`src/rtl/fcla_nibble_sequencer.sv`:
```
// fcla_nibble_sequencer
// Sequences a 16-bit add (optionally subtract) through an external registered
// 4-bit CLA stage, one nibble at a time, LSB nibble first. The CLA stage has
// ADDER_LAT edges of latency. Each nibble takes one ISSUE cycle and then
// ADDER_LAT WAIT cycles. The result nibble and its carry are captured on the
// edge that ends the last WAIT cycle.
// Optional feature macro: FCLA_SEQ_SUB_EN. When it is defined, op_sub_i=1 at
// accept turns the request into a - b.
//
// state  | meaning
// S_IDLE | ready for a request (in_ready_o=1)
// S_ISSUE| nibble operands are on add_*_o, one cycle
// S_WAIT | counting down ADDER_LAT cycles for the CLA stage result
// S_DONE | result held on sum_o/cout_o with out_valid_o=1 until handshake

module fcla_nibble_sequencer #(
   parameter int ADDER_LAT = 2
) (
   input  logic        clk_i,
   input  logic        rst_i,
   input  logic        in_valid_i,
   output logic        in_ready_o,
   input  logic [15:0] a_i,
   input  logic [15:0] b_i,
   input  logic        cin_i,
   input  logic        op_sub_i,
   output logic [3:0]  add_a_o,
   output logic [3:0]  add_b_o,
   output logic        add_cin_o,
   input  logic [3:0]  add_s_i,
   input  logic        add_cout_i,
   output logic        out_valid_o,
   input  logic        out_ready_i,
   output logic [15:0] sum_o,
   output logic        cout_o
);

   localparam int CW = (ADDER_LAT < 2) ? 1 : $clog2(ADDER_LAT + 1);

   typedef enum logic [1:0] {
      S_IDLE  = 2'd0,
      S_ISSUE = 2'd1,
      S_WAIT  = 2'd2,
      S_DONE  = 2'd3
   } state_t;

   state_t        state_q;
   logic [15:0]   a_q;
   logic [15:0]   b_q;
   logic [1:0]    nib_q;
   logic [CW-1:0] cnt_q;
   logic [3:0]    add_a_q;
   logic [3:0]    add_b_q;
   logic          add_cin_q;
   logic [15:0]   sum_q;
   logic          cout_q;
   logic          in_ready_q;
   logic          out_valid_q;

   logic [15:0]   b_d;
   logic          cin_d;
   logic [1:0]    nib_nxt;

   assign nib_nxt = nib_q + 2'd1;

`ifdef FCLA_SEQ_SUB_EN
   // Subtraction is a + ~b + 1, so only the latched operand and carry change.
   always_comb begin
      b_d   = b_i;
      cin_d = cin_i;
      if (op_sub_i) begin
         b_d   = ~b_i;
         cin_d = 1'b1;
      end
   end
`else
   logic unused_op_sub;
   assign unused_op_sub = op_sub_i;

   // Without subtract support the request operands pass through unchanged.
   always_comb begin
      b_d   = b_i;
      cin_d = cin_i;
   end
`endif

   // Sequencer FSM. Every output comes straight from a register.
   always_ff @(posedge clk_i or posedge rst_i) begin
      if (rst_i) begin
         state_q     <= S_IDLE;
         a_q         <= '0;
         b_q         <= '0;
         nib_q       <= '0;
         cnt_q       <= '0;
         add_a_q     <= '0;
         add_b_q     <= '0;
         add_cin_q   <= 1'b0;
         sum_q       <= '0;
         cout_q      <= 1'b0;
         in_ready_q  <= 1'b1;
         out_valid_q <= 1'b0;
      end else begin
         case (state_q)
            S_IDLE: begin
               if (in_valid_i && in_ready_q) begin
                  a_q        <= a_i;
                  b_q        <= b_d;
                  add_a_q    <= a_i[3:0];
                  add_b_q    <= b_d[3:0];
                  add_cin_q  <= cin_d;
                  nib_q      <= 2'd0;
                  in_ready_q <= 1'b0;
                  state_q    <= S_ISSUE;
               end
            end
            S_ISSUE: begin
               cnt_q   <= CW'(ADDER_LAT);
               state_q <= S_WAIT;
            end
            S_WAIT: begin
               if (cnt_q == CW'(1)) begin
                  cnt_q                      <= '0;
                  sum_q[{nib_q, 2'b00} +: 4] <= add_s_i;
                  if (nib_q == 2'd3) begin
                     cout_q      <= add_cout_i;
                     out_valid_q <= 1'b1;
                     state_q     <= S_DONE;
                  end else begin
                     // The next nibble goes out on the same edge that captures this one,
                     // so the ripple carry never sits in an extra register.
                     nib_q     <= nib_nxt;
                     add_a_q   <= a_q[{nib_nxt, 2'b00} +: 4];
                     add_b_q   <= b_q[{nib_nxt, 2'b00} +: 4];
                     add_cin_q <= add_cout_i;
                     state_q   <= S_ISSUE;
                  end
               end else begin
                  cnt_q <= cnt_q - CW'(1);
               end
            end
            S_DONE: begin
               if (out_ready_i) begin
                  out_valid_q <= 1'b0;
                  in_ready_q  <= 1'b1;
                  state_q     <= S_IDLE;
               end
            end
            default: state_q <= S_IDLE;
         endcase
      end
   end

   assign in_ready_o  = in_ready_q;
   assign out_valid_o = out_valid_q;
   assign add_a_o     = add_a_q;
   assign add_b_o     = add_b_q;
   assign add_cin_o   = add_cin_q;
   assign sum_o       = sum_q;
   assign cout_o      = cout_q;

endmodule

```
`config.mk`:
```
export PLATFORM = sky130hd
export DESIGN_NAME = fcla_nibble_sequencer
export DESIGN_NICKNAME = d
export VERILOG_FILES = /design/src/rtl/fcla_nibble_sequencer.sv
export SDC_FILE = /design/constraint.sdc
export NUM_CORES = 1
export LEC_CHECK = 0
export ABC_AREA = 1
export CAP_MARGIN = 20
export CORE_MARGIN = 1
export CORE_UTILIZATION = 25
export CTS_BUF_LIST = sky130_fd_sc_hd__clkbuf_8
export CTS_CLUSTER_DIAMETER = 120
export DETAILED_ROUTE_END_ITERATION = 10
export PLACE_DENSITY = 0.53
export SYNTH_ARGS = -nofsm -noshare
export SYNTH_HDL_FRONTEND = slang
export SYNTH_SLANG_ARGS = --single-unit
```
`constraint.sdc`:
```
create_clock -name clk_i -period 2.4 [get_ports clk_i]
set_input_delay 0.24 -clock clk_i [delete_from_list [all_inputs] [get_ports clk_i]]
set_output_delay 0.24 -clock clk_i [all_outputs]
set_load 0.01 [all_outputs]
```
==> job_summary.md, run 1 <==
## PnR job results

| Metric | Value |
|---|---|
| Worst slew margin relative to its limit | `0.5653` |
| Synthesized instance count | `341` |
| Total cells reported by yosys after synthesis | `341` |
| Leading post-synthesis cells by cell area | `dfrtp_1, mux2_4, nand2_1, o21ai_0, nand3_1` |
| Wire length of the first global-routing pass | `between 10000 and 15000 µm` |
| Routed vias | `2549` |
| Count of pins over their slew limit | `0` |
| Number of global-route vias before repair | `approximately 2600` |
| CP Launch Type | `flop` |
| Antenna cells | `0` |
| Final count of negative-setup-slack endpoints | `0` |
| Met2 Routed Length | `around 3700 µm` |
| Net Count, Synth | `~400` |
| TritonCTS sink count | `66` |
| Number of distinct standard cells referenced by the synthesized netlist | `24` |
| Cycle use final | `0.8323` |
| Setup TNS Final | `0 ns` |
| HPWL after detailed placement | `5607 µm` |
| Uppermost routed layer | `met4` |
| Tool Warnings | `35` |
| Number of buffers added for setup after CTS | `0` |
| Endpoint arrival time on the critical path | `2.24 ns` |
| Count of warnings emitted by yosys | `0` |
| Pin count of the biggest net entering global routing | `67` |
| Final min period | `1.998 ns` |
| Mean instance size in the synthesized netlist | `9.734 µm²` |
| Number of CTS-inserted buffers | `9` |
| Nets | `about 470` |
| Required arrival time at the worst endpoint | `~2.6 ns` |
| Final Wtd Congestion | `0.7704` |
| Commonest cells in the synthesized netlist | `nand2_1, dfrtp_1, o21ai_0` |
| Hold-fix buffers, CTS | `0` |
| CTS resizes | `0` |
| Detailed route wirelength on metal3 | `489 µm` |
| Actual slew at the worst max-slew pin | `0.6520 ns` |
| Worst min path class | `input port to async pin` |
| FP Core Util | `0.2599` |
| Vias/cell | `4.306` |
| Unrepaired setup endpoints after global routing | `no` |
| Status | `complete, no violations` |
| Pwr per Cell Area | `513.1 nW/µm²` |
| Layout cell share with drive strength beyond 1 | `0.1500` |
| Fraction of synthesized cell area taken by the top area cell type | `0.4900` |
| Area of the mapped netlist | `3319 µm²` |
| Number of optimization iterations in the first detailed-route pass | `4` |
| Placeable Area | `12770 µm²` |
| Count of pins on the block boundary | `between 70 and 80` |
| Hold Fails Final Rpt | `0` |
| Yosys-reported design area after synthesis | `3319 µm²` |
| Residual DRC | `0` |
| Ys async rst share | `1.000` |
| DRT met1 WL | `3914 µm` |
| Max H-tree Level | `3` |
| Minimum setup slack among reg-to-reg paths | `0.40 ns` |
| Total chip power | `2269 µW` |
| Count of port buffers added during placement | `69` |
| Total congestion overflow after global routing | `0` |
| GRT met3 Usage | `0.04583` |
| Top flip-flop cell by instance count after synthesis | `dfrtp_1` |
| Wirelength per Cell | `13.80 µm` |
| Worst supply voltage drop on vdd | `0.1900 mV` |
| Path type of the worst setup path | `flop to flop` |
| Maximum clock rate | `about 500 MHz` |
| Worst Reg-to-Reg Cells | `4` |
| Count of flip-flops with a built-in enable after synthesis | `0` |
| Root Driver | `clkbuf_8` |
| Number of synthesized register bits | `approximately 66` |
| Worst Hold Slack | `~0.28 ns` |
| Leakage power summed over all cells | `~0.002 µW` |
| GR met2 Demand/Resource | `0.1980` |
| Most frequent standard cell in the layout excluding fill and tap cells | `nand2_1` |
| Kind of end point of the critical path | `flop` |
| Cell count along the critical path | `4` |
| DIE AREA | `13740 µm²` |
| Global-route met1 utilization | `0.1687` |
| Cell type contributing the most total cell area after synthesis | `dfrtp_1` |
| Register share after synthesis | `0.4979` |
| Number of buffers and inverters on the critical path | `1` |
| Antenna-violating nets left | `0` |
| List of cells traversed by the critical path | `inv_1, ha_1, nand3_4, mux2_4` |
| Worst-path clk slew | `0.07 ns` |
| Row count | `41` |
| Number of violations reported at the end of detailed-routing iteration 0 | `129` |
| Crit path max-delay family | `simple AND/OR/NAND/NOR gates` |
| Most numerous cell in the Yosys netlist | `nand2_1` |
| Most congested layer reported by global routing | `met2` |
| Critical-path cell with the highest stage delay | `nand3_4` |
| Max-cap violations | `0` |
| Signed area change from the synthesized netlist to the final layout | `33.21%` |
| Top cells excl fill/tap | `nand2_1, clkdlybuf4s50_1, dfrtp_1, o21ai_0, nand3_1` |
| Highest net fanout along the worst path | `33` |
| CP peak stage delay | `roughly 0.52 ns` |
| TritonCTS clock tree | `built` |
| Antenna violations before repair | `0` |
| Buffer depth of the longest clock path | `2` |
run 1: final timing paths:
check / start / to
worst max register to register: state_q[0]$_DFFE_PP0P_ / b_q[11]$_DFFE_PP0P_
worst min-delay path: rst_i / b_q[8]$_DFFE_PP0P_
worst max-delay path: state_q[0]$_DFFE_PP0P_ / b_q[11]$_DFFE_PP0P_
worst min register to register: add_cin_o$_DFFE_PP0P_ / add_cin_o$_DFFE_PP0P_
max in group asynchronous: rst_i / in_ready_o$_DFFE_PP1P_
min in group clk_i: out_ready_i / in_ready_o$_DFFE_PP1P_
run 1: cell families (layout without fill, tap and decap cells):
| group | after synthesis | after routing | share of synthesized area |
|---|---|---|---|
| multiplexers | 32 | 32 | 0.1413 |
| AND/OR/NAND/NOR | 165 | 165 | 0.2141 |
| AND-OR/OR-AND | 36 | 36 | 0.05767 |
| buffers and inverters | 31 | 110 | 0.04749 |
| adder cells (fa/ha/maj) | 11 | 11 | 0.04146 |
| flip-flops | 66 | 66 | 0.4979 |
run 1: through the flow:
stage / instance area, µm² / instances / util / worst slack, ns
floorplan: 3319 / 341 / - / 0.5068
global placement: 4203 / 576 / 0.3290 / 0.4225
detailed placement: 4203 / 576 / 0.3290 / 0.3750
CTS: 4422 / 592 / 0.3462 / 0.3559
global route: 4422 / 592 / 0.3462 / 0.1361
finish: 4422 / 592 / 0.3462 / 0.4025
run 1: layout make-up:
cell class	instances	area [µm²]
tap	172	215.2
multi-input combinational	244	1509
timing repair buffer	76	755.7
clock inverter	6	81.33
clock buffer	10	137.6
sequential	66	1653
inverter	18	70.07
fill	1285	8352
run 1: power breakdown:
group / internal (µW) / total [µW] / switching [µW]
logic: 66.2 / 110 / 44.0
clock network: 606 / 1050 / 441
registers: 1110 / 1110 / 0
total: 1780 / 2270 / 485
Fig. 1: run 1, pin map
Pins as bars across the die edge, other pins in grey.
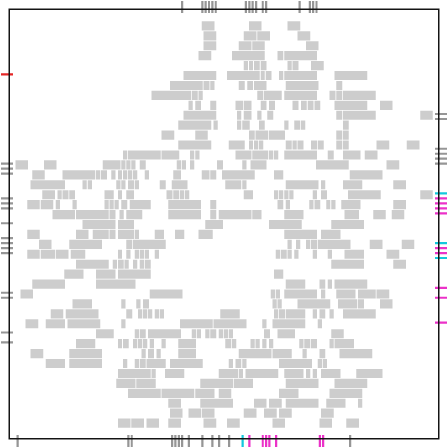
cyan -> `add_b_o`  # pins 4, direction output, edge 3 east, 1 south
magenta -> `b_i`  # pins 16, direction input, edge 9 east, 7 south
red -> `clk_i`  # pins 1, direction input, edge west
all pins by edge = 21 south, 18 east, 16 west, 16 north
height of the chip: 117.2 µm
x dimension of the die: 117.2 µm

Fig. 2: run 1, metal layers overlaid
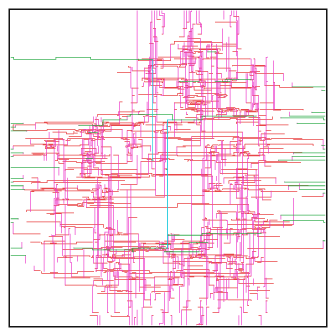
red -> metal 1  # wire length 3910 µm
cyan -> metal 4  # wire length 86.8 µm
green -> metal 3  # wire length 490 µm
magenta -> metal 2  # wire length 3680 µm
final WL: 8169 µm
overall fraction of global-route tracks in use: 0.1297

Fig. 3: run 1, cell placement
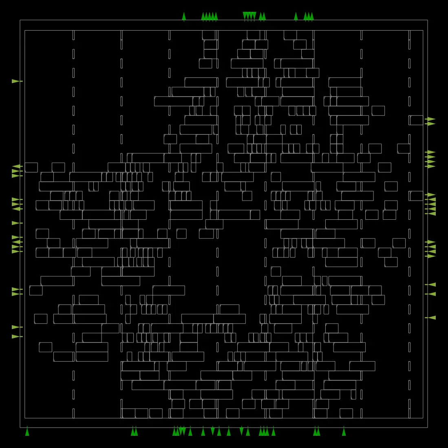
Well-Tap Cells: 172
final cell count without fillers: 592
post-layout util: 0.3462

Fig. 4: run 1, clock network drawn from the DEF
Scale bar: 20 µm.
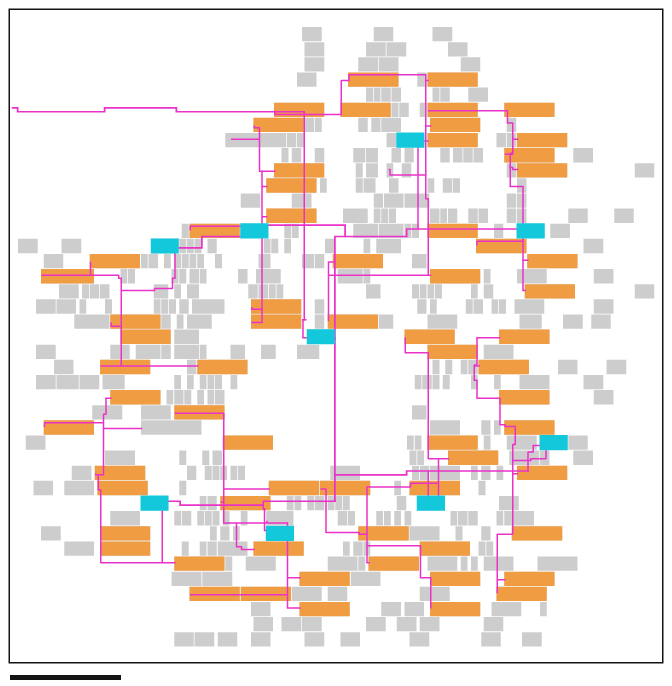
orange -> flip-flops  # count 66
cyan -> clock drivers  # count 9
magenta -> clock wires  # length 997 µm
flops lie = widely spread
routed clock nets = 10
Clock Skew: 0.01236 ns
worst skew pair latency: 0.36 ns

==> run 1 -> run 2 <==
--- a/config.mk
+++ b/config.mk
@@ -12,7 +12,7 @@
 export CTS_BUF_LIST = sky130_fd_sc_hd__clkbuf_8
 export CTS_CLUSTER_DIAMETER = 120
 export DETAILED_ROUTE_END_ITERATION = 10
-export PLACE_DENSITY = 0.53
+export PLACE_DENSITY = 0.55
 export SYNTH_ARGS = -nofsm -noshare
 export SYNTH_HDL_FRONTEND = slang
 export SYNTH_SLANG_ARGS = --single-unit
==> constraint.sdc (replaced) <==
create_clock -name clk_i -period 1.7 [get_ports clk_i]
set_input_delay 0.17 -clock clk_i [delete_from_list [all_inputs] [get_ports clk_i]]
set_output_delay 0.17 -clock clk_i [all_outputs]
set_load 0.01 [all_outputs]
Fig. 5: run 2, metal layers overlaid
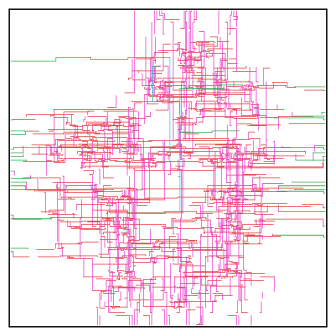
magenta -> metal 2  # wire length 3510 µm
red -> metal 1  # wire length 4060 µm
green -> metal 3  # wire length 522 µm
cyan -> metal 4  # wire length 97.2 µm
final WL: 8185 µm
overall fraction of global-route tracks in use: 0.1273
Wirelength per Cell: 13.60 µm

Fig. 6: run 2, clock network drawn from the DEF
Scale bar: 20 µm.
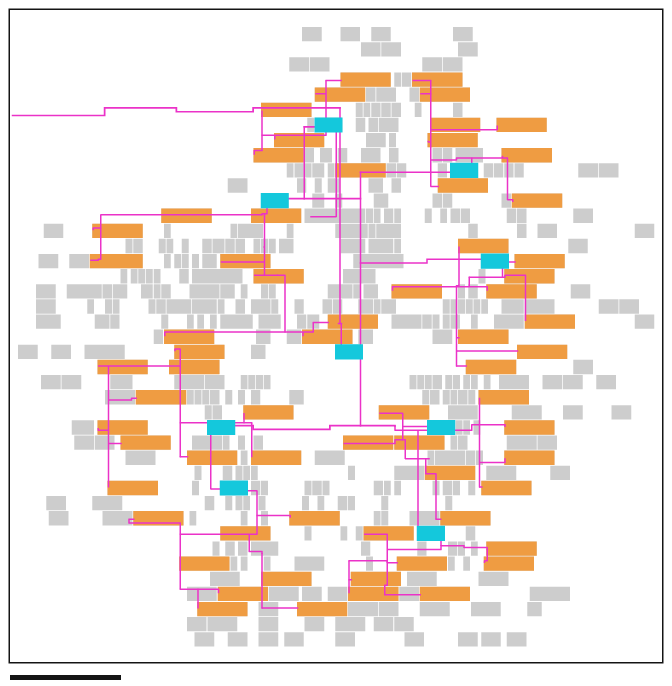
magenta -> clock wires  # length 936 µm
orange -> flip-flops  # count 66
cyan -> clock drivers  # count 9
routed clock nets = 10
Clk power: 1320 µW
relative contribution of the clock network to total power: 0.433
Clock Skew: 0.01183 ns
worst skew pair latency: 0.35 ns

==> run 2 against run 1 <==
Clock power rose by 26%; sequential share of layout area fell by 0.92 points; setup slack got worse by 0.27 ns; global-route usage fell by 0.24 points; flip-flop count did not move; wire length rose by 0.20%; area after synthesis did not move; power rose by 34%; count of clock-buffer cells in the layout rose by 1; die area did not move; critical endpoint is now a_q[8]$_DFFE_PP0P_; highest routed layer unchanged.
==> job_summary.md, run 2 <==
## PnR job results

| Metric | Value |
|---|---|
| Leading power group | `sequential cells` |
| Repair and plain buffers | `86 (+13%)` |
| Detailed route wirelength on metal3 | `521 µm (+6.5%)` |
| Root Driver | `clkbuf_8` |
| Final count of negative-setup-slack endpoints | `0 (unchanged)` |
| Well-Tap Cells | `172 (unchanged)` |
| Simple-gate area share of the yosys netlist | `0.2141 (unchanged)` |
| Count of pins on the block boundary | `71 (unchanged)` |
| Count of pins over their slew limit | `0 (unchanged)` |
| Max H-tree Level | `3 (unchanged)` |
| Ys async rst share | `1.000 (unchanged)` |
| Final Wtd Congestion | `0.7710 (about the same)` |
| Pint | `2403 µW (+35%)` |
| Nets | `479 (+2.1%)` |
| List of cells traversed by the critical path | `inv_1, ha_2, nand3_4, buf_12, mux2_4` |
| Leading post-synthesis cells by cell area | `dfrtp_1, mux2_4, nand2_1, o21ai_0, nand3_1` |
| Number of distinct standard cells referenced by the synthesized netlist | `24 (unchanged)` |
| Worst supply voltage drop on vdd | `0.2745 mV (+44%)` |
| Path type of the worst setup path | `flop to flop` |
| Most frequent standard cell in the layout excluding fill and tap cells | `nand2_1` |
| Pin count of the biggest net entering global routing | `67 (unchanged)` |
| Switching power share of the total | `0.2111 (-0.002869)` |
| Biggest area consumer among cell classes | `flip-flops and latches` |
| Layout cell share with drive strength beyond 1 | `0.1767 (+0.02674)` |
| Met2 Routed Length | `3508 µm (-4.6%)` |
| X dimension of the die | `117.2 µm (unchanged)` |
| Commonest cells in the synthesized netlist | `nand2_1, dfrtp_1, o21ai_0` |
| Leakage power summed over all cells | `0.002040 µW (+3.2%)` |
| Highest net fanout along the worst path | `28 (-15%)` |
| GRT met3 Usage | `0.04428 (-0.001545)` |
| Net Count, Synth | `395 (unchanged)` |
| Total congestion overflow after global routing | `0 (unchanged)` |
| Share of cell area taken by muxes after synthesis | `0.1413 (unchanged)` |
| Global-route met1 utilization | `0.1720 (+0.003332)` |
| Routed vias | `2609 (+2.4%)` |
| Number of buffers added for setup after CTS | `0 (unchanged)` |
| Buffer depth of the longest clock path | `2 (unchanged)` |
| TritonCTS sink count | `66 (unchanged)` |
| Final-layout non-clock buffer area share | `0.1866 (+0.01567)` |
| Smallest setup slack after layout | `0.1317 ns (-0.2708 ns)` |
| Antenna violations before repair | `0 (unchanged)` |
| Worst slew margin relative to its limit | `0.7539 (+0.1886)` |
| Signed area change from the synthesized netlist to the final layout | `36.56%` |
| FP Core Util | `0.2599 (unchanged)` |
| Unrepaired setup endpoints after global routing | `no` |
| Cycle use final | `0.9225 (+0.09024)` |
| Status | `complete, no violations` |
| Area of the mapped netlist | `3319 µm² (unchanged)` |
| Worst min path class | `input port to async pin` |
| Actual slew at the worst max-slew pin | `0.3691 ns (-0.2829 ns)` |
| Tool Warnings | `35 (unchanged)` |
| Number of synthesized register bits | `66 (unchanged)` |
| Uppermost routed layer | `met4` |
| Worst-path clk slew | `0.07 ns (about the same)` |
| Total cells reported by yosys after synthesis | `341 (unchanged)` |
| Total chip power | `3046 µW (+34%)` |
| Most congested layer reported by global routing | `met2` |
| TritonCTS clock tree | `built` |
| Max-cap violations | `0 (unchanged)` |
| Power in combinational cells | `157 µW (+43%)` |
| Number of buffers and inverters on the critical path | `2 (+1)` |
| Pwr per Cell Area | `672.0 nW/µm² (+31%)` |
| FFs & Latches | `66 (unchanged)` |
| Cell type contributing the most total cell area after synthesis | `dfrtp_1` |
| HPWL after detailed placement | `5812 µm (+3.6%)` |
| Final cell count without fillers | `602 (+1.7%)` |
| Number of violations reported at the end of detailed-routing iteration 0 | `90 (-30%)` |
| Most numerous cell in the Yosys netlist | `nand2_1` |
| Layout clock buffer count | `11 (+1)` |
| Wire length of the first global-routing pass | `13120 µm (+0.31%)` |
| AO/OA Area Share | `0.05767 (unchanged)` |
| Yosys-reported design area after synthesis | `3319 µm² (unchanged)` |
| Count of port buffers added during placement | `69 (unchanged)` |
| Sequential cell area in the final layout | `1653 µm² (unchanged)` |
| DIE AREA | `13740 µm² (unchanged)` |
| XOR/XNOR share of the synthesized area | `0 (unchanged)` |
| Hold-fix buffers, CTS | `0 (unchanged)` |
| Number of optimization iterations in the first detailed-route pass | `4 (unchanged)` |
| Reported sequential group power | `1570 µW (+41%)` |
| Adder-cell share of the synthesized area | `0.04146 (unchanged)` |
| Critical-path cell with the highest stage delay | `dfrtp_1` |
| Proportion of power drawn by flip-flops and latches | `0.515 (+0.025)` |
| Placeable Area | `12770 µm² (unchanged)` |
| Kind of end point of the critical path | `flop` |
| Setup TNS Final | `0 ns (unchanged)` |
| Top flip-flop cell by instance count after synthesis | `dfrtp_1` |
| Antenna-violating nets left | `0 (unchanged)` |
| Clock buf/inv share | `0.04361 (-0.005909)` |
| Endpoint arrival time on the critical path | `1.79 ns (-0.45 ns)` |
| Main logic family after synthesis | `simple AND/OR/NAND/NOR gates` |
| Antenna cells | `0 (unchanged)` |
| Multi-input logic cell count | `244 (unchanged)` |
| Top cells excl fill/tap | `nand2_1, clkdlybuf4s50_1, dfrtp_1, o21ai_0, nand3_1` |
| Final min period | `1.568 ns (-0.4292 ns)` |
| Residual DRC | `0 (unchanged)` |
| Count of flip-flops with a built-in enable after synthesis | `0 (unchanged)` |
| Maximum clock rate | `637.6 MHz (+27%)` |
| Comb pwr share | `0.052 (+0.003)` |
| Synthesized instance count | `341 (unchanged)` |
| CP peak stage delay | `0.44 ns (-0.08 ns)` |
| Required arrival time at the worst endpoint | `1.93 ns (-0.71 ns)` |
| Setup slack after placement | `0.03882 ns (-0.3362 ns)` |
| Non-Clock Inverter Count | `18 (unchanged)` |
| Switching Power | `643.0 µW (+32%)` |
| Number of global-route vias before repair | `2652 (+2.2%)` |
| CP Launch Type | `flop` |
| Crit path max-delay family | `flip-flops` |
| Gate Area | `1548 µm² (+2.6%)` |
| Height of the chip | `117.2 µm (unchanged)` |
| GR met2 Demand/Resource | `0.1878 (-0.01020)` |
| Fraction of area in multi-input gates | `0.3414 (about the same)` |
| Mean instance size in the synthesized netlist | `9.734 µm² (unchanged)` |
| Number of CTS-inserted buffers | `9 (unchanged)` |
| DRT met1 WL | `4057 µm (+3.7%)` |
| Fill cells | `1277 (-0.62%)` |
| Count of warnings emitted by yosys | `0 (unchanged)` |
| Vias/cell | `4.334 (+0.65%)` |
| Fraction of synthesized cell area taken by the top area cell type | `0.4900 (unchanged)` |
| Placed cells | `586 (+1.7%)` |
| Hold Fails Final Rpt | `0 (unchanged)` |
| Register share after synthesis | `0.4979 (unchanged)` |
Fig. 7: run 2, cells coloured by class
Fill, decap, tap and diode cells in grey.
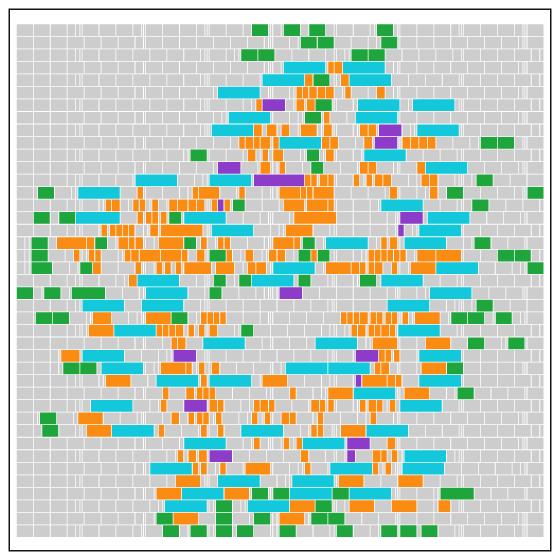
cyan -> sequential cells  # cells 66
purple -> clock drivers and dummy loads  # cells 16
orange -> combinational and other logic  # cells 262
green -> remaining buffers and delay cells  # cells 86
row count: 41
sequential fraction of total cell area: 0.3646
finished layout cell area: 4533 µm²

[run 2: kinds of logic (layout without fill, tap and decap cells)]
| kind of cell | after synthesis | after routing |
|---|---|---|
| AND-OR/OR-AND | 36 | 36 |
| adder cells (fa/ha/maj) | 11 | 11 |
| buffers and inverters | 31 | 120 |
| flip-flops | 66 | 66 |
| multiplexers | 32 | 32 |
| AND/OR/NAND/NOR | 165 | 165 |
[run 2: metrics by stage]
stage | hold WS, ns | utilization | area, µm²
2_1_floorplan | 0.2834 | - | 3323
3_3_place_gp | 0.4564 | 0.3362 | 4294
5_1_grt | 0.2931 | 0.3549 | 4533
3_5_place_dp | 0.4676 | 0.3362 | 4294
6_report | 0.2757 | 0.3549 | 4533
4_1_cts | 0.2775 | 0.3517 | 4492
[run 2: tightest hold or removal path, delay by kind of cell]
family                 cells  cell delay [ns]
buffers and inverters      3             0.84
[run 2: worst paths after layout]
| kind | endpoint | slack, ns | cells past startpoint | startpoint |
|---|---|---|---|---|
| worst max-delay path | a_q[8]$_DFFE_PP0P_ | 0.13 | 5 | state_q[1]$_DFFE_PP0P_ |
| worst min-delay path | b_q[9]$_DFFE_PP0P_ | 0.28 | 3 | rst_i |
| worst max register to register | a_q[8]$_DFFE_PP0P_ | 0.13 | 5 | state_q[1]$_DFFE_PP0P_ |
| worst min register to register | add_cin_o$_DFFE_PP0P_ | 0.49 | 2 | add_cin_o$_DFFE_PP0P_ |
| max in group asynchronous | in_ready_o$_DFFE_PP1P_ | 1.11 | 3 | rst_i |
| min in group clk_i | in_ready_o$_DFFE_PP1P_ | 0.39 | 3 | out_ready_i |
[run 2: what timing repair did]
action | CTS | global route
endpoints found under the hold margin | 0 | 0
setup endpoints to repair | 0 | 42
gates resized | 0 | 10
==> run 2 -> run 3 <==
--- a/config.mk
+++ b/config.mk
@@ -7,7 +7,7 @@
 export LEC_CHECK = 0
 export ABC_AREA = 1
 export CAP_MARGIN = 20
-export CORE_MARGIN = 1
+export CORE_MARGIN = 2
 export CORE_UTILIZATION = 25
 export CTS_BUF_LIST = sky130_fd_sc_hd__clkbuf_8
 export CTS_CLUSTER_DIAMETER = 120
Fig. 8: run 3, cells coloured by class
Fill, decap, tap and diode cells in grey.
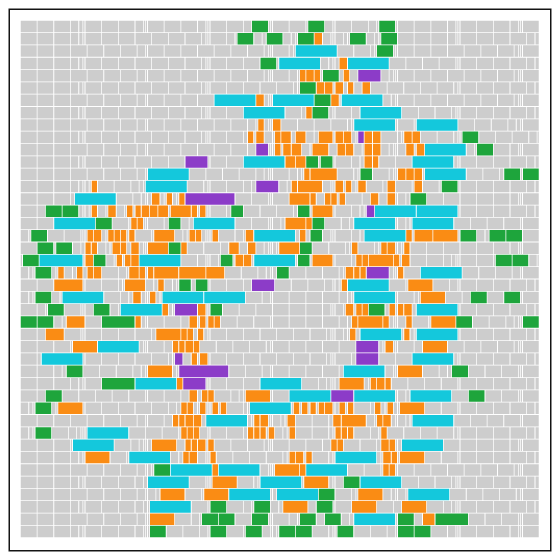
green -> remaining buffers and delay cells  # cells 89
purple -> clock drivers and dummy loads  # cells 16
cyan -> sequential cells  # cells 66
orange -> combinational and other logic  # cells 262
finished layout cell area: 4577 µm²
Placeable Area: 13090 µm²
row count: 42
sequential fraction of total cell area: 0.3611
post-layout util: 0.3498

Fig. 9: run 3, cell placement
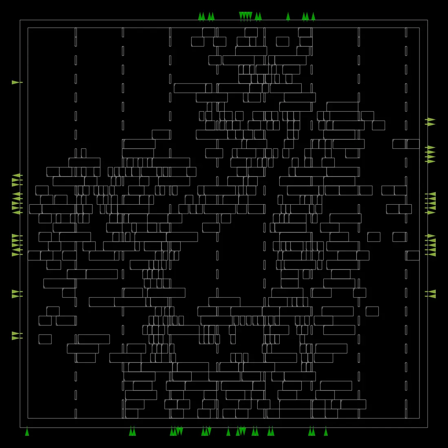
Well-Tap Cells: 176
Fill cells: 1314
FFs & Latches: 66
final cell count without fillers: 609

==> run 3 against run 2 <==
Count of clock-buffer cells in the layout is 1 lower; cell area is 0.97% higher; power is 5.4% higher; maximum frequency is 5.7% lower; combinational power hardly changed; critical path type unchanged; highest routed layer unchanged.
==> job_summary.md, run 3 <==
## PnR job results

| Metric | Value |
|---|---|
| Worst-path clk slew | `0.08 ns (about the same)` |
| Final Wtd Congestion | `0.7577 (-1.7%)` |
| Pin count of the biggest net entering global routing | `67 (unchanged)` |
| Worst supply voltage drop on vdd | `0.4459 mV (+62%)` |
| Worst Reg-to-Reg Cells | `5 (unchanged)` |
| Count of pins over their slew limit | `0 (unchanged)` |
| Signed area change from the synthesized netlist to the final layout | `37.88%` |
| Area of placed instances | `4334 µm² (+0.93%)` |
| Kind of end point of the critical path | `flop` |
| Nets | `482 (+0.63%)` |
| Pwr per Cell Area | `701.6 nW/µm² (+4.4%)` |
| Highest net fanout along the worst path | `19 (-32%)` |
| Mean instance size in the synthesized netlist | `9.734 µm² (unchanged)` |
| Placed cells | `593 (+1.2%)` |
| Final count of negative-setup-slack endpoints | `0 (unchanged)` |
| Worst setup path startpoint | `state_q[0]$_DFFE_PP0P_` |
| Number of violations reported at the end of detailed-routing iteration 0 | `63 (-30%)` |
| Hold-fix buffers, CTS | `0 (unchanged)` |
| Relative contribution of the clock network to total power | `0.463 (+0.030)` |
| Ys async rst share | `1.000 (unchanged)` |
| Count of warnings emitted by yosys | `0 (unchanged)` |
| Worst skew pair latency | `0.35 ns (about the same)` |
| TritonCTS sink count | `66 (unchanged)` |
| Final min period | `1.663 ns (+0.09445 ns)` |
| Antenna-violating nets left | `0 (unchanged)` |
| Maximum clock rate | `601.4 MHz (-5.7%)` |
| Number of synthesized register bits | `66 (unchanged)` |
| Total chip power | `3211 µW (+5.4%)` |
| Required arrival time at the worst endpoint | `1.93 ns (about the same)` |
| Status | `complete, no violations` |
| Number of optimization iterations in the first detailed-route pass | `4 (unchanged)` |
| Endpoint arrival time on the critical path | `1.90 ns (+0.11 ns)` |
| Number of buffers added for setup after CTS | `0 (unchanged)` |
| Area of the mapped netlist | `3319 µm² (unchanged)` |
| Minimum setup slack among reg-to-reg paths | `0.04 ns (-0.09 ns)` |
| Antenna violations before repair | `0 (unchanged)` |
| CP Launch Type | `flop` |
| Register share after synthesis | `0.4979 (unchanged)` |
| Tool Warnings | `36 (+2.9%)` |
| Switching Power | `692.8 µW (+7.8%)` |
| FP Core Util | `0.2537 (-0.006187)` |
| Cell type contributing the most total cell area after synthesis | `dfrtp_1` |
| Setup TNS Final | `0 ns (unchanged)` |
| Count of flip-flops with a built-in enable after synthesis | `0 (unchanged)` |
| Antenna cells | `0 (unchanged)` |
| Number of distinct standard cells referenced by the synthesized netlist | `24 (unchanged)` |
| Endpoint of the worst register-to-register path | `b_q[4]$_DFFE_PP0P_` |
| Count of port buffers added during placement | `69 (unchanged)` |
| Height of the chip | `119.2 µm (+1.7%)` |
| CTS resizes | `1 (+1)` |
| TritonCTS clock tree | `built` |
| Top flip-flop cell by instance count after synthesis | `dfrtp_1` |
| Smallest setup slack after layout | `0.03722 ns (-0.09445 ns)` |
| Switching power share of the total | `0.2157 (+0.004684)` |
| Pint | `2518 µW (+4.8%)` |
| Count of pins on the block boundary | `71 (unchanged)` |
| Total congestion overflow after global routing | `0 (unchanged)` |
| Number of CTS-inserted buffers | `9 (unchanged)` |
| X dimension of the die | `119.2 µm (+1.7%)` |
| Top cells excl fill/tap | `nand2_1, clkdlybuf4s50_1, dfrtp_1, o21ai_0, nand3_1` |
| Leakage power summed over all cells | `0.002040 µW (about the same)` |
| Number of global-route vias before repair | `2694 (+1.6%)` |
| Max-cap violations | `0 (unchanged)` |
| Comb pwr share | `0.048 (-0.004)` |
| Layout cell share with drive strength beyond 1 | `0.1848 (+0.008013)` |
| Yosys-reported design area after synthesis | `3319 µm² (unchanged)` |
| Residual DRC | `0 (unchanged)` |
| Wire length of the first global-routing pass | `13870 µm (+5.7%)` |
| Total cells reported by yosys after synthesis | `341 (unchanged)` |
| Most frequent standard cell in the layout excluding fill and tap cells | `nand2_1` |
| Clock Skew | `0.01368 ns (+0.001844 ns)` |
| Worst reg2reg path startpoint | `state_q[0]$_DFFE_PP0P_` |
| Buffer depth of the longest clock path | `2 (unchanged)` |
| Net Count, Synth | `395 (unchanged)` |
| Vias/cell | `4.319 (-0.35%)` |
| Cycle use final | `0.9781 (+0.05556)` |
| Max H-tree Level | `3 (unchanged)` |
| Proportion of power drawn by flip-flops and latches | `0.489 (-0.026)` |
| HPWL after detailed placement | `5887 µm (+1.3%)` |
| Root Driver | `clkbuf_8` |
| Commonest cells in the synthesized netlist | `nand2_1, dfrtp_1, o21ai_0` |
| Fraction of synthesized cell area taken by the top area cell type | `0.4900 (unchanged)` |
| Synthesized instance count | `341 (unchanged)` |
| Worst slew margin relative to its limit | `0.7628 (+0.008838)` |
| Worst min path class | `input port to async pin` |
| Actual slew at the worst max-slew pin | `0.3558 ns (-0.01326 ns)` |
| Worst Hold Slack | `0.2517 ns (-0.02398 ns)` |
| Unrepaired setup endpoints after global routing | `yes` |
| DIE AREA | `14220 µm² (+3.4%)` |
| Path type of the worst setup path | `flop to flop` |
| Hold Fails Final Rpt | `0 (unchanged)` |
| Leading post-synthesis cells by cell area | `dfrtp_1, mux2_4, nand2_1, o21ai_0, nand3_1` |
| Setup slack after placement | `0.006260 ns (-0.03256 ns)` |
| Most numerous cell in the Yosys netlist | `nand2_1` |
Fig. 10: run 3, metal layers overlaid
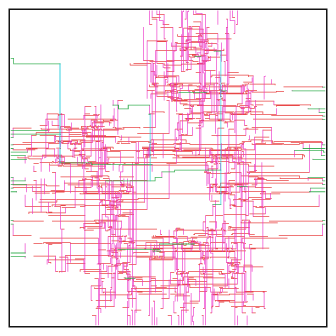
magenta -> metal 2  # wire length 3680 µm
cyan -> metal 4  # wire length 120 µm
red -> metal 1  # wire length 4160 µm
green -> metal 3  # wire length 327 µm
Wirelength per Cell: 13.59 µm
overall fraction of global-route tracks in use: 0.1257
final WL: 8279 µm
routed vias: 2630

run 3: cell counts after synthesis:
No cell type changed its count.
run 3: how the worst max path moves through the flow:
stage               slack (ns)                    end  cells past startpoint
CTS                       0.02  sum_o[11]$_DFFE_PP0P_                      7
floorplan                 0.14  sum_o[10]$_DFFE_PP0P_                      7
finish                    0.04     b_q[4]$_DFFE_PP0P_                      5
global route             -0.07   sum_o[7]$_DFFE_PP0P_                      7
global placement          0.10    a_q[12]$_DFFE_PP0P_                      5
detailed placement       0.006  sum_o[11]$_DFFE_PP0P_                      6
run 3: layout make-up:
class	instances	area, µm²
Inverter	18	78.83
Timing Repair Buffer	89	878.3
Multi-Input combinational cell	244	1528
Fill cell	1314	8508
Sequential cell	66	1653
Clock buffer	10	137.6
Tap cell	176	220.2
Clock inverter	6	81.33
run 3: logic make-up (layout without fill, tap and decap cells):
family,Yosys count,count (layout),share of synthesized area
AND-OR/OR-AND,36,36,0.05767
buffers and inverters,31,123,0.04749
AND/OR/NAND/NOR,165,165,0.2141
flip-flops,66,66,0.4979
multiplexers,32,32,0.1413
adder cells (fa/ha/maj),11,11,0.04146
run 3: power groups by stage:
stage,Combinational (µW),Clock [µW],Sequential (µW)
finish,155,1490,1570
global placement,159,0,1600
CTS,160,1520,1570
global route,172,1600,1570
floorplan,34.1,0,1600
detailed placement,159,0,1600
run 3: critical path, cell delays in order (launching register included):
cell and delay (ns):
dfrtp_1 0.42, inv_1 0.12, ha_1 0.27, nand3_4 0.19
buf_12 0.22, mux2_4 0.30
run 3: layer usage:
metal	routed length, µm	vias up	share of wire	track usage
met2	3675	62	0.44	0.1846
met4	120	0	0.014	0.05357
met3	326	7	0.039	0.02586
li1	-	1304	-	-
met5	0	-	0	0
met1	4156	1257	0.50	0.1787
Power figures rest on the tool's default switching activity, not on a simulated workload.
